Register map, names as in the netlist:
(6 px per um) Other sequential cells in the stronger grey, the rest of the logic in the fainter grey.
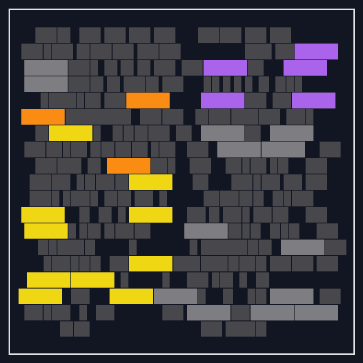
M3 wires:
(4 px per um) Cells faint in the background.
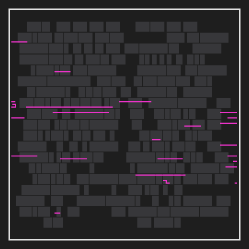
Sizing map:
(6 px per um)
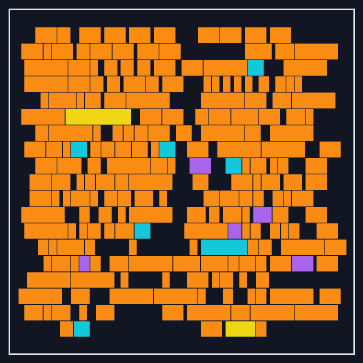
Cells coloured by class:
(8 px per um)
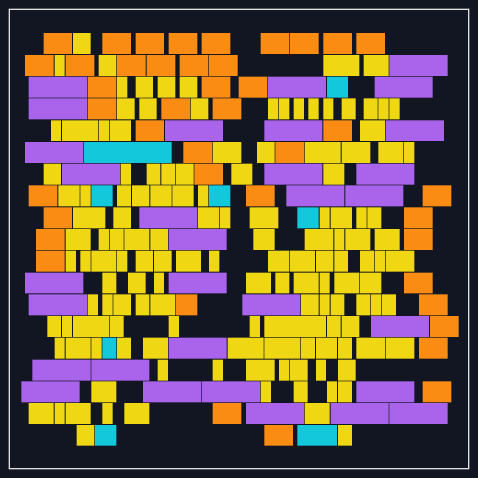
==> config.mk <==
export PLATFORM = sky130hd
export DESIGN_NAME = conv1_ctrl
export DESIGN_NICKNAME = d
export VERILOG_FILES = /design/src/rtl/conv1_ctrl.sv
export SDC_FILE = /design/constraint.sdc
export NUM_CORES = 1
export LEC_CHECK = 0
export CAP_MARGIN = 10
export CORE_MARGIN = 1
export CORE_UTILIZATION = 51
export DETAILED_ROUTE_END_ITERATION = 12
export PLACE_DENSITY = 0.83
export REMOVE_ABC_BUFFERS = 1
export SYNTH_ARGS = -nofsm -noshare
export SYNTH_HDL_FRONTEND = slang
export SYNTH_SLANG_ARGS = --single-unit
==> constraint.sdc <==
create_clock -name clk -period 3.2 [get_ports clk]
set_input_delay 0.64 -clock clk [delete_from_list [all_inputs] [get_ports clk]]
set_output_delay 0.64 -clock clk [all_outputs]
set_load 0.01 [all_outputs]
==> src/rtl/conv1_ctrl.sv <==
// Frame controller for the first conv layer: weight preload, pixel streaming, pipeline drain, result count check.
// Optional source-idle timeout is built in only when CONV1_CTRL_TIMEOUT_EN is defined.
module conv1_ctrl #(
    parameter int IMG_W     = 28,
    parameter int K         = 5,
    parameter int DRAIN_CYC = 3,
    parameter int TO_CYC    = 1023
) (
    input  logic       clk,
    input  logic       rst,
    input  logic       start,
    input  logic [7:0] src_data,
    input  logic       src_valid,
    output logic       src_ready,
    output logic [7:0] cnn_data_in,
    output logic       cnn_data_in_valid,
    input  logic       cnn_data_out_valid,
    output logic       w_rd_en,
    output logic [4:0] w_addr,
    output logic       busy,
    output logic       frame_done,
    output logic [9:0] out_cnt,
    output logic       cnt_err
);

    localparam int NPIX  = IMG_W * IMG_W;
    localparam int NW    = K * K;
    localparam int NOUT  = (IMG_W - K + 1) * (IMG_W - K + 1);
    localparam int PIX_W = $clog2(NPIX + 1);
    localparam int DC_W  = $clog2(DRAIN_CYC + 1);

    typedef enum logic [2:0] {IDLE, WLOAD, STREAM, DRAIN, DONE} state_t;

    state_t            r_state;
    state_t            w_next;
    logic [PIX_W-1:0]  r_pix;
    logic [DC_W-1:0]   r_dcnt;
    logic [4:0]        r_waddr;
    logic [9:0]        r_out;
    logic              r_cnt_err;
    logic              w_accept;
    logic              w_start_ok;
    logic              w_err_now;
    logic              w_to_hit;

    assign w_accept   = (r_state == STREAM) && src_valid;
    assign w_start_ok = (r_state == IDLE) && start;

`ifdef CONV1_CTRL_TIMEOUT_EN
    localparam int TO_W = $clog2(TO_CYC + 1);
    logic [TO_W-1:0] r_to;
    logic            r_to_flag;

    assign w_to_hit  = (r_state == STREAM) && !src_valid && (r_to == TO_W'(TO_CYC - 1));
    assign w_err_now = (r_out != 10'(NOUT)) || r_to_flag;

    // Consecutive idle-source cycles in STREAM; the flag marks a frame ended by timeout.
    always_ff @(posedge clk) begin
        if (rst) begin
            r_to      <= '0;
            r_to_flag <= 1'b0;
        end else begin
            if ((r_state == STREAM) && !src_valid) begin
                r_to <= r_to + 1'b1;
            end else begin
                r_to <= '0;
            end
            if (w_start_ok) begin
                r_to_flag <= 1'b0;
            end else if (w_to_hit) begin
                r_to_flag <= 1'b1;
            end
        end
    end
`else
    assign w_to_hit  = 1'b0;
    assign w_err_now = (r_out != 10'(NOUT));
`endif

    // State register.
    always_ff @(posedge clk) begin
        if (rst) begin
            r_state <= IDLE;
        end else begin
            r_state <= w_next;
        end
    end

    // Next-state decode.
    always_comb begin
        w_next = r_state;
        case (r_state)
            IDLE: begin
                if (start) w_next = WLOAD;
                else       w_next = IDLE;
            end
            WLOAD: begin
                if (r_waddr == 5'(NW - 1)) w_next = STREAM;
                else                       w_next = WLOAD;
            end
            STREAM: begin
                if (w_accept && (r_pix == PIX_W'(NPIX - 1))) w_next = DRAIN;
                else if (w_to_hit)                           w_next = DONE;
                else                                         w_next = STREAM;
            end
            DRAIN: begin
                if (r_dcnt == DC_W'(DRAIN_CYC - 1)) w_next = DRAIN;
                else                                w_next = DRAIN;
                if (r_dcnt == DC_W'(DRAIN_CYC - 1)) w_next = DONE;
            end
            DONE:    w_next = IDLE;
            default: w_next = IDLE;
        endcase
    end

    // Phase counters, result counter and sticky count-error flag.
    always_ff @(posedge clk) begin
        if (rst) begin
            r_waddr   <= 5'd0;
            r_dcnt    <= '0;
            r_pix     <= '0;
            r_out     <= 10'd0;
            r_cnt_err <= 1'b0;
        end else begin
            if ((r_state == WLOAD) && (w_next == WLOAD)) begin
                r_waddr <= r_waddr + 1'b1;
            end else begin
                r_waddr <= 5'd0;
            end
            if (r_state == DRAIN) begin
                r_dcnt <= r_dcnt + 1'b1;
            end else begin
                r_dcnt <= '0;
            end
            if (w_start_ok) begin
                r_pix <= '0;
            end else if (w_accept) begin
                r_pix <= r_pix + 1'b1;
            end
            // Results only count while the datapath can legitimately produce them.
            if (w_start_ok) begin
                r_out <= 10'd0;
            end else if (cnn_data_out_valid && ((r_state == STREAM) || (r_state == DRAIN))
                         && (r_out != 10'd1023)) begin
                r_out <= r_out + 1'b1;
            end
            if (w_start_ok) begin
                r_cnt_err <= 1'b0;
            end else if ((r_state == DONE) && w_err_now) begin
                r_cnt_err <= 1'b1;
            end
        end
    end

    assign src_ready         = (r_state == STREAM);
    assign cnn_data_in       = src_ready ? src_data : 8'd0;
    assign cnn_data_in_valid = src_valid && src_ready;
    assign w_rd_en           = (r_state == WLOAD);
    assign w_addr            = r_waddr;
    assign busy              = (r_state != IDLE);
    assign frame_done        = (r_state == DONE);
    assign out_cnt           = r_out;
    // Error is visible during DONE itself and stays sticky afterwards.
    assign cnt_err           = r_cnt_err || ((r_state == DONE) && w_err_now);

endmodule

==> run summary <==
highest metal used: met4
Die H: 57.2 um
CTS sink cnt: 31
Bufs and invs on worst path: 2
Synth cell types: 43
Top cells excl fill/tap: 41 x clkdlybuf4s50_1, 31 x dfxtp_1, 27 x nor2_1
critical path, cell by cell: inv_1 -> nor3_1 -> and2_1 -> clkdlybuf4s50_1
Worst setup startpoint: r_state[1]
crit-path leading delay family: simple AND/OR/NAND/NOR gates
number of non-clock buffers in the layout: 42
post-route cell area: 2060 um2
first-pass GRT wire length: 5620 um
Worst-Skew Late Latency: 0.34 ns
number of global-route vias before repair: 1,316
leakage: 0.734 nW
met3 GRT Util: 5.22%
AO/OA Area Share: 10.5%
# diodes: 0
fp util: 55.0%
CTS root buffer: clkbuf_4
biggest area consumer among synthesized cells: dfxtp_1
Final Hold Vio Count: 0
CP Launch Type: flip-flop
Reg-to-Reg Start: r_state[1]
Net Sw Power: 155 uW
top-level port count: 42
combinational share of power: 5.1%
Setup crit end kind: output port
reg-to-reg endpoint: out_cnt[3]
met1 Use GR: 26.5%
Max Cap Viol: 0
vias per cell: 5.54
Yosys Instances: 178
post-route ant nets: 0
Well Taps: 31
vias after detailed routing: 1,402
r2r setup slk: 1.46 ns
yosys simple share: 30.2%
logic area: 852 um2
fraction of area in multi-input gates: 41.3%
WP data arrival: 2.35 ns
combinational power: 38.1 uW
WS Path Type: flip-flop to output port
largest net degree at the start of global routing: 16
critical path required time: 2.56 ns
Worst Hold End: r_dcnt[0]
TritonCTS Buffers: 5
Power per Cell Area: 364 nW/um2
drt wl/cell: 13.3 um
Crit-path slowest cell: nor3_1
async set-reset flop share out of synthesis: 0%
Hold Path Cell Cnt: 1
met3 wire len: 115 um
CTS tree: yes
main flop type: dfxtp_1
die width: 57.2 um
setup TNS: 0 ns
Nets: 240
status: finished clean
Commonest cells post-synth: 31 x dfxtp_1, 27 x nor2_1, 11 x inv_1
total die size: 3280 um2
Reg2Reg Depth: 4
row count: 19
Setup Viol. Count Final: 0
H-tree levels: 2
Signal inverters: 12
f_max: 0.334 GHz
Area leader share: 39.9%
YS chip area: 1560 um2
Final Instance Count excl. Fillers: 253
Seq. pwr: 391 uW
top-count cell post-synth: dfxtp_1
met2 WL post-DR: 1670 um
Data buffer area share: 20.3%
P_clk: 321 uW
Clock Pin Slew Worst Setup and Hold Paths: 0.09 ns
Clock Network Area Fraction: 4.19%
fin crit share: 93.5%
Slew Limit Fails: 0
routability congestion estimate from global placement: 0.835
GRT overflow: 0
synth-to-layout area growth: 32.4%
CTS Buffer Depth: 2
Syn Area/Cell: 8.74 um2
Least-Margin Pin Slew: 0.672 ns
most numerous logic cell after layout: clkdlybuf4s50_1
Reg power frac: 52.1%
hold_buf cts: 0
Design Power: 750 uW
critical path depth: 4
capture point of the worst path: cnn_data_in[1]
GRT busiest layer: met2
TritonRoute pass-1 iters: 4
initial DRC count: 47
Placeable Area: 2830 um2
Seq area share: 30.1%
minimum clock period: 2.99 ns
Fillers: 213
postcts setup bufs: 0
mux cell area share after synthesis: 1.29%
worst vdd ir: 377 uV
initial antenna violation count: 0
## Picture notes: 'register map, names as in the netlist'
Key: orange = r_state [placed flops 3]; purple = w_addr [placed flops 5, where upper right]; yellow = r_pix [placed flops 10]
Another 13 sequential cells are not coloured.

## Picture notes: 'M3 wires'
The longest straight run is 21.4 um. 20 nets have wire on it.

## Picture notes: 'sizing map'
Key: cyan = x3 and x4 [cells 7]; yellow = x6 and larger [cells 2]; orange = x1 and smaller [cells 208]; purple = x2 [cells 5]

## Picture notes: 'cells coloured by class'
Key: purple = sequential cells [cells 31]; orange = remaining buffers and delay cells [cells 42]; cyan = clock drivers and dummy loads [cells 8]; yellow = remaining logic cells [cells 141]

Power is estimated from default activity; no workload was simulated.
